==> images/sizes.png <==
(4 px per µm)
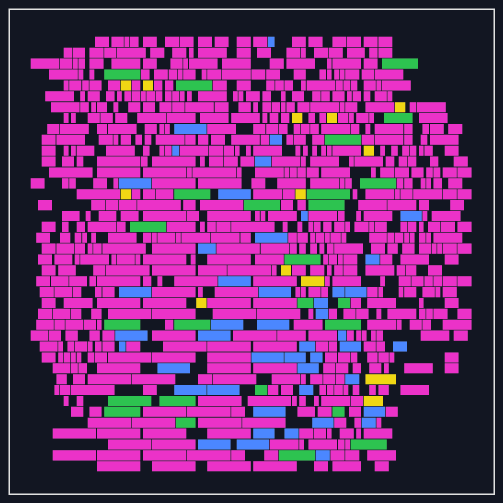
==> images/clocks.png <==
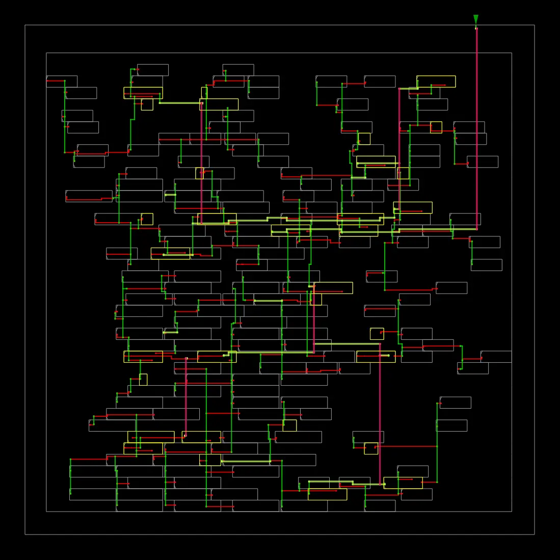
==> images/flops_by_reg.png <==
(3 px per µm)
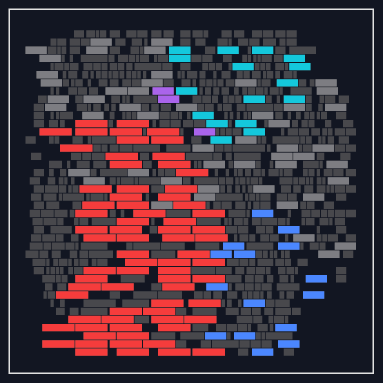
==> images/metal_density.png <==
(3 px per µm) The die is cut into 24 by 24 equal tiles; black is low, pale yellow is high, scaled to the fullest tile. Values are wire area over tile area, all layers added.
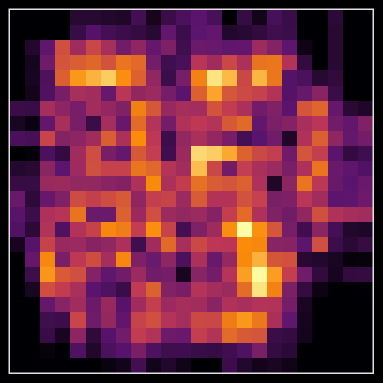
==> images/layer_met3.png <==
(4 px per µm)
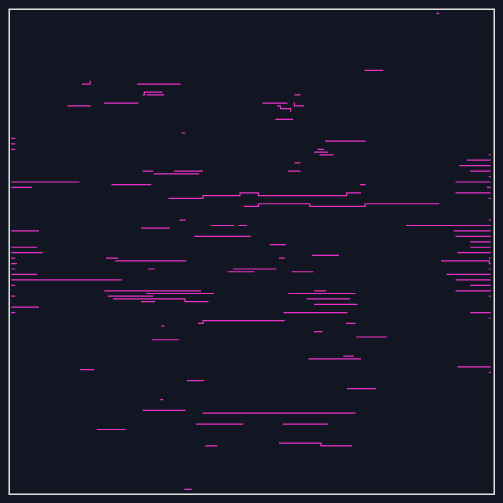
**src/rtl/plot_framebuffer_writer.sv**
```systemverilog
// plot_framebuffer_writer: clips plotted pixels, queues them in a FIFO and writes them (or a full-frame clear) to a stallable RAM port
module plot_framebuffer_writer #(
  parameter int H_RES      = 160,
  parameter int V_RES      = 120,
  parameter int COL_W      = 3,
  parameter int FIFO_DEPTH = 4,
  parameter int ADDR_W     = 15
) (
  input  logic              CLOCK_50,
  input  logic              reset,
  input  logic [7:0]        x,
  input  logic [6:0]        y,
  input  logic [COL_W-1:0]  col,
  input  logic              plot,
  input  logic              clear_start,
  input  logic [COL_W-1:0]  clear_col,
  output logic [ADDR_W-1:0] mem_addr,
  output logic [COL_W-1:0]  mem_data,
  output logic              mem_wren,
  input  logic              mem_ready,
  output logic              busy,
  output logic              clear_done,
  output logic              fifo_full,
  output logic              overflow,
  output logic [15:0]       clip_count,
  output logic [15:0]       drop_count,
  output logic [15:0]       pix_count
);
  localparam int PW = $clog2(FIFO_DEPTH);
  localparam logic [ADDR_W-1:0] LAST = ADDR_W'(H_RES * V_RES - 1);
  typedef enum logic [1:0] {IDLE, DRAIN, CLEAR} state_t;
  state_t                    state;
  logic [ADDR_W+COL_W-1:0]   fifo_mem [FIFO_DEPTH];
  logic [PW-1:0]             wr_ptr, rd_ptr;
  logic [PW:0]               count;
  logic [COL_W-1:0]          clr_col;
  logic                      in_range, push, pop, wdone;
  logic [ADDR_W-1:0]         lin_addr;
  assign in_range  = 32'(x) < 32'(H_RES) && 32'(y) < 32'(V_RES);
  assign lin_addr  = ADDR_W'(32'(y) * 32'(H_RES) + 32'(x));
  assign fifo_full = count == (PW+1)'(FIFO_DEPTH);
  assign push      = plot && in_range && !fifo_full;
  assign wdone     = mem_wren && mem_ready;
  // the port register refills on the same edge it completes, so there is no bubble
  assign pop       = state != CLEAR && count != '0 && (!mem_wren || mem_ready);
  always_ff @(posedge CLOCK_50)
    if (push) fifo_mem[wr_ptr] <= {lin_addr, col};
  always_ff @(posedge CLOCK_50) begin
    if (reset) begin
      state      <= IDLE;
      wr_ptr     <= '0;
      rd_ptr     <= '0;
      count      <= '0;
      clr_col    <= '0;
      mem_addr   <= '0;
      mem_data   <= '0;
      mem_wren   <= 1'b0;
      busy       <= 1'b0;
      clear_done <= 1'b0;
      overflow   <= 1'b0;
      clip_count <= '0;
      drop_count <= '0;
      pix_count  <= '0;
    end else begin
      clear_done <= 1'b0;
      if (push) wr_ptr <= wr_ptr + 1'b1;
      if (pop) rd_ptr <= rd_ptr + 1'b1;
      count <= count + (PW+1)'(push) - (PW+1)'(pop);
      if (plot && !in_range && clip_count != 16'hFFFF) clip_count <= clip_count + 1'b1;
      if (plot && in_range && fifo_full) begin
        overflow <= 1'b1;
        if (drop_count != 16'hFFFF) drop_count <= drop_count + 1'b1;
      end
      if (wdone && state != CLEAR && pix_count != 16'hFFFF) pix_count <= pix_count + 1'b1;
      case (state)
        IDLE: begin
          if (pop) begin
            mem_wren              <= 1'b1;
            {mem_addr, mem_data}  <= fifo_mem[rd_ptr];
          end else if (wdone) mem_wren <= 1'b0;
          if (clear_start) begin
            clr_col <= clear_col;
            busy    <= 1'b1;
            state   <= DRAIN;
          end
        end
        DRAIN: begin
          if (pop) begin
            mem_wren              <= 1'b1;
            {mem_addr, mem_data}  <= fifo_mem[rd_ptr];
          end else if (count == '0 && (!mem_wren || mem_ready)) begin
            mem_wren <= 1'b1;
            mem_addr <= '0;
            mem_data <= clr_col;
            state    <= CLEAR;
          end
        end
        default: begin
          if (mem_ready) begin
            if (mem_addr == LAST) begin
              mem_wren   <= 1'b0;
              busy       <= 1'b0;
              clear_done <= 1'b1;
              state      <= IDLE;
            end else mem_addr <= mem_addr + 1'b1;
          end
        end
      endcase
    end
  end
endmodule

```
**config.mk**
```make
export PLATFORM = sky130hd
export DESIGN_NAME = plot_framebuffer_writer
export DESIGN_NICKNAME = d
export VERILOG_FILES = /design/src/rtl/plot_framebuffer_writer.sv
export SDC_FILE = /design/constraint.sdc
export NUM_CORES = 1
export LEC_CHECK = 0
export CAP_MARGIN = 30
export CORE_MARGIN = 5
export CORE_UTILIZATION = 60
export CTS_CLUSTER_DIAMETER = 120
export CTS_CLUSTER_SIZE = 16
export DETAILED_ROUTE_END_ITERATION = 10
export PLACE_DENSITY = 0.86
export SLEW_MARGIN = 20
export SYNTH_ARGS = -nofsm -noshare
export SYNTH_HDL_FRONTEND = slang
export SYNTH_SLANG_ARGS = --single-unit
```
**constraint.sdc**
```tcl
create_clock -name CLOCK_50 -period 5.6 [get_ports CLOCK_50]
set_clock_uncertainty 0.05 [all_clocks]
set_input_delay 1.12 -clock CLOCK_50 [delete_from_list [all_inputs] [get_ports CLOCK_50]]
set_output_delay 1.12 -clock CLOCK_50 [all_outputs]
set_load 0.02 [all_outputs]
```
==> flow_summary.json <==
{
  "yosys.area_share.simple_pct": 17.8,
  "crit_path_start": "y[3]",
  "dp_slack_ns": 1.66,
  "top_layer": "met4",
  "wl_um": 16600,
  "syn-num-nets": 696,
  "crit_end": "fifo_mem[1][17]",
  "synth-xor-area-share_pct": 7.25,
  "synthesis.instances": 644,
  "n_tap_cell": 147,
  "first_global_vias": 5345,
  "fin_ws_ns": 2.03,
  "area_leaders": "edfxtp_1, dfxtp_1, mux4_2",
  "edf_count": 72,
  "post_route_cells_drive_above_1_share_pct": 11.2,
  "p_clk_share_pct": 30.3,
  "top_area_cell": "edfxtp_1",
  "p_leak_nw": 3.07,
  "wl_met2_um": 8430,
  "crit_family": "adder cells",
  "cts_root_buf": "clkbuf_16",
  "viasPerCell": 6.09,
  "holdPathEnd": "overflow",
  "critPathCaptureType": "register",
  "powerDensity_nw_per_um2": 413,
  "grt-busiest-layer": "met2",
  "comb_area_um2": 3330,
  "cp_num_cells": 9,
  "worstSkewPairLatency_ns": 0.43,
  "sh_comb_area_pct": 36.9,
  "status": "finished clean",
  "cpPeakStageDelay_ns": 0.53,
  "place.gp.congestion": 0.908,
  "post_cts_buffers": 0,
  "holdPathStages": 2,
  "hpwl_um": 11200,
  "period_minus_slack_ns": 3.57
}
Back to the opening pictures, sizes.png:
| size | colour | cells | share | most used |
|---|---|---|---|---|
| _0 and _1 cells | magenta | 668 | 89% | clkdlybuf4s50_1 |
| _6 and larger | green | 25 | 3.3% | clkbuf_16 |
| _2 cells | blue | 46 | 6.1% | mux4_2 |
| _3 and _4 cells | yellow | 13 | 1.7% | clkinvlp_4 |
Final Cell Area: 9030 µm²
Area Overhead vs Synth: 22.5%

Back to the opening pictures, clocks.png:
Clock buffer cells: 19
Sink Count: 156
CTS buffer count: 17

Back to the opening pictures, flops_by_reg.png:
| signal | colour | sequential cells |
|---|---|---|
| mem_addr | blue | 15 |
| drop_count | cyan | 16 |
| fifo_mem | red | 72 |
| mem_data | purple | 3 |
Seq. pwr: 1.52 mW
fraction of area in registers: 42.6%
sequential cell area: 3840 µm²

Back to the opening pictures, metal_density.png:
fullest tile: 0.55
densest ninth of the die: middle
emptiest ninth of the die: bottom right

Back to the opening pictures, layer_met3.png:
share of all routed wire: 5.1%
nets with wire on the layer: 95
longest straight run: 38.0 µm
wire length on this layer: 845 µm
main direction: horizontal
via count: 5471
grt met3 use: 5.41%

Power is estimated from default activity; no workload was simulated.
